Fig. 1: signal wires by layer
(2 px per um)
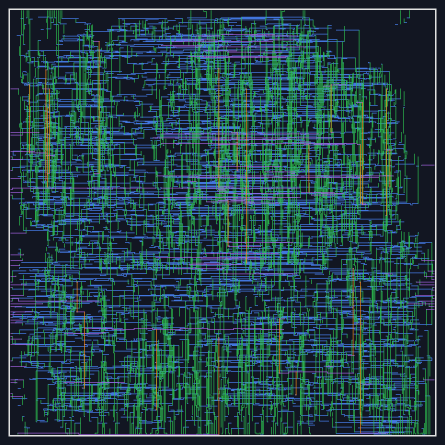
Fig. 2: clock wires, drivers and flops
(1 px per um)
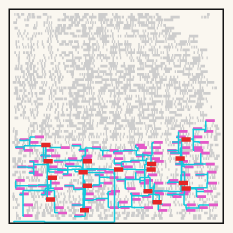
## config.mk

```make
export PLATFORM = sky130hd
export DESIGN_NAME = fft_frame_ctrl
export DESIGN_NICKNAME = d
export VERILOG_FILES = /design/src/rtl/fft_frame_ctrl.sv
export SDC_FILE = /design/constraint.sdc
export NUM_CORES = 1
export LEC_CHECK = 0
export ABC_AREA = 1
export CELL_PAD_IN_SITES_DETAIL_PLACEMENT = 1
export CELL_PAD_IN_SITES_GLOBAL_PLACEMENT = 2
export CORE_MARGIN = 1.5
export CORE_UTILIZATION = 34
export CTS_BUF_LIST = sky130_fd_sc_hd__clkbuf_4 sky130_fd_sc_hd__clkbuf_8 sky130_fd_sc_hd__clkbuf_16
export DETAILED_ROUTE_END_ITERATION = 10
export GPL_TIMING_DRIVEN = 0
export HOLD_SLACK_MARGIN = 0.08
export PLACE_DENSITY_LB_ADDON = 0.1
export SYNTH_ARGS = -nofsm -noshare
export SYNTH_HDL_FRONTEND = slang
export SYNTH_SLANG_ARGS = --single-unit
```

## constraint.sdc

```tcl
create_clock -name clk -period 13.7 [get_ports clk]
set_input_delay 4.11 -clock clk [delete_from_list [all_inputs] [get_ports clk]]
set_output_delay 4.11 -clock clk [all_outputs]
set_load 0.005 [all_outputs]
```

## src/rtl/fft_frame_ctrl.sv

```systemverilog
// Frame sequencer around an in-place FFT: windows and bit-reverse loads N samples,
// kicks the core, then streams the N results out through a 2-entry skid buffer.
module fft_frame_ctrl #(
  parameter int width = 16,
  parameter int logn  = 11
) (
  input  logic                 clk,
  input  logic                 reset,
  input  logic                 in_valid,
  input  logic [width-1:0]     in_sample,
  output logic                 in_ready,
  output logic [logn-1:0]      hann_idx,
  input  logic [width-1:0]     hann_coef,
  output logic                 load_we,
  output logic [logn-1:0]      load_adr,
  output logic [2*width-1:0]   load_wd,
  output logic                 fft_start,
  input  logic                 fft_done,
  output logic [logn-1:0]      out_adr,
  input  logic [2*width-1:0]   out_rd,
  output logic                 out_valid,
  output logic [2*width-1:0]   out_data,
  output logic                 out_last,
  input  logic                 out_ready,
  output logic                 busy
);

  localparam logic [logn-1:0] LAST = '1;

  typedef enum logic [1:0] {LOAD, START, COMPUTE, UNLOAD} state_t;

  state_t             state_q;
  logic               in_ready_q, fft_start_q, busy_q;
  logic [logn-1:0]    smp_cnt_q, wr_adr_q, rd_cnt_q;
  logic [width-1:0]   smp_q;
  logic               wr_vld_q, wr_last_q;
  logic               rd_done_q, rd_pend_q, rd_pend_last_q;
  logic [2*width-1:0] sk_dat_q [2];
  logic               sk_last_q [2];
  logic               sk_wp_q, sk_rp_q;
  logic [1:0]         sk_cnt_q;

  logic               accept, pop, push, rd_issue;
  logic [2:0]         occ;
  logic signed [2*width:0] smp_x, coef_x, prod;
  logic               unused_prod;

  function automatic logic [logn-1:0] bitrev(input logic [logn-1:0] a);
    logic [logn-1:0] r;
    for (int i = 0; i < logn; i++) r[i] = a[logn-1-i];
    return r;
  endfunction

  assign accept   = in_valid && in_ready_q;
  assign pop      = (sk_cnt_q != 2'd0) && out_ready;
  assign push     = rd_pend_q;
  // Reads in flight plus buffered entries must never exceed the two skid slots.
  assign occ      = {1'b0, sk_cnt_q} + {2'b00, rd_pend_q} - {2'b00, pop};
  assign rd_issue = (state_q == UNLOAD) && !rd_done_q && (occ <= 3'd1);

  // Coefficient is unsigned Q0.width, so it is zero-extended before the signed multiply.
  assign smp_x       = {{(width+1){smp_q[width-1]}}, smp_q};
  assign coef_x      = {{(width+1){1'b0}}, hann_coef};
  assign prod        = smp_x * coef_x;
  assign unused_prod = ^{prod[2*width], prod[width-1:0]};

  always_ff @(posedge clk or posedge reset) begin
    if (reset) begin
      state_q        <= LOAD;
      in_ready_q     <= 1'b0;
      fft_start_q    <= 1'b0;
      busy_q         <= 1'b0;
      smp_cnt_q      <= '0;
      smp_q          <= '0;
      wr_vld_q       <= 1'b0;
      wr_last_q      <= 1'b0;
      wr_adr_q       <= '0;
      rd_cnt_q       <= '0;
      rd_done_q      <= 1'b0;
      rd_pend_q      <= 1'b0;
      rd_pend_last_q <= 1'b0;
    end else begin
      wr_vld_q       <= 1'b0;
      fft_start_q    <= 1'b0;
      rd_pend_q      <= rd_issue;
      rd_pend_last_q <= (rd_cnt_q == LAST);
      case (state_q)
        LOAD: begin
          if (accept) begin
            smp_q     <= in_sample;
            wr_vld_q  <= 1'b1;
            wr_adr_q  <= bitrev(smp_cnt_q);
            wr_last_q <= (smp_cnt_q == LAST);
            if (smp_cnt_q == LAST) begin
              smp_cnt_q  <= '0;
              in_ready_q <= 1'b0;
            end else begin
              smp_cnt_q <= smp_cnt_q + 1'b1;
            end
          end
          if (wr_vld_q && wr_last_q) begin
            state_q     <= START;
            fft_start_q <= 1'b1;
            busy_q      <= 1'b1;
          end else if (!in_ready_q) begin
            in_ready_q <= 1'b1;
          end
        end
        START: state_q <= COMPUTE;
        COMPUTE: if (fft_done) state_q <= UNLOAD;
        UNLOAD: begin
          if (rd_issue) begin
            if (rd_cnt_q == LAST) rd_done_q <= 1'b1;
            else                  rd_cnt_q  <= rd_cnt_q + 1'b1;
          end
          if (pop && out_last) begin
            state_q    <= LOAD;
            busy_q     <= 1'b0;
            in_ready_q <= 1'b1;
            rd_cnt_q   <= '0;
            rd_done_q  <= 1'b0;
          end
        end
        default: state_q <= LOAD;
      endcase
    end
  end

  always_ff @(posedge clk or posedge reset) begin
    if (reset) begin
      for (int i = 0; i < 2; i++) begin
        sk_dat_q[i]  <= '0;
        sk_last_q[i] <= 1'b0;
      end
      sk_wp_q  <= 1'b0;
      sk_rp_q  <= 1'b0;
      sk_cnt_q <= 2'd0;
    end else begin
      if (push) begin
        sk_dat_q[sk_wp_q]  <= out_rd;
        sk_last_q[sk_wp_q] <= rd_pend_last_q;
        sk_wp_q            <= ~sk_wp_q;
      end
      if (pop) sk_rp_q <= ~sk_rp_q;
      sk_cnt_q <= sk_cnt_q + {1'b0, push} - {1'b0, pop};
    end
  end

  assign in_ready  = in_ready_q;
  assign hann_idx  = smp_cnt_q;
  assign load_we   = wr_vld_q;
  assign load_adr  = wr_adr_q;
  assign load_wd   = {prod[2*width-1:width], {width{1'b0}}};
  assign fft_start = fft_start_q;
  assign busy      = busy_q;
  assign out_adr   = rd_cnt_q;
  assign out_valid = (sk_cnt_q != 2'd0);
  assign out_data  = sk_dat_q[sk_rp_q];
  assign out_last  = out_valid && sk_last_q[sk_rp_q];

endmodule

```

==> results_dict.tcl <==
# yosys + openroad results
set metrics [dict create \
    outcome "finished clean" \
    syn_area_sq_um 14900 \
    drt-met1-wl_um 23800 \
    post_cts_buffers 22 \
    dieArea_sq_um 45200 \
    synth-edff-count 0 \
    top_cells_by_area "fa_1, dfrtp_1, nand2_1" \
    ant_nets 0 \
    crit_start "hann_coef[6]" \
    holdWs_ns 0.484 \
    clockBufferDepth 2 \
    top_layer "met4" \
    io_pins 172 \
    via_count 12934 \
    min_to "sk_dat_q[10]" \
    warnings 30 \
    endpoint "load_wd[28]" \
    crit_family "adder cells" \
    critPathBufInv 7 \
    rsz0062_at_grt "yes" \
    ys.flop_type "dfrtp_1" \
    top_cell "nand2_1" \
    ys.flops 129 \
    antenna_cells 2 \
    largest_class "logic gates" \
    antenna_found_initial 2 \
    stdcell_count 2766 \
    crit_chain "clkbuf_8 > clkbuf_16 > nand2_1 > fa_1 > inv_1 > fa_1 > fa_1 > fa_2 > fa_1 > inv_1 > fa_2 > inv_1 > ha_4 > nand2_4 > nor2_2 > inv_2 > nor3_2 > o21ai_2 > nand2_1 > nand2_1 > nand2_1 > clkdlybuf4s50_1" \
]
Back to the opening pictures, Fig. 1:
M4: marked orange, wire length 934 um. M2: marked green, wire length 23.9 mm. M1: marked blue, wire length 23.8 mm. M3: marked purple, wire length 2330 um.

Back to the opening pictures, Fig. 2:
flip-flops: marked magenta, count 129. clock wires: marked cyan, length 1990 um. clock-net drivers: marked red, count 17.
There are 18 routed clock nets.

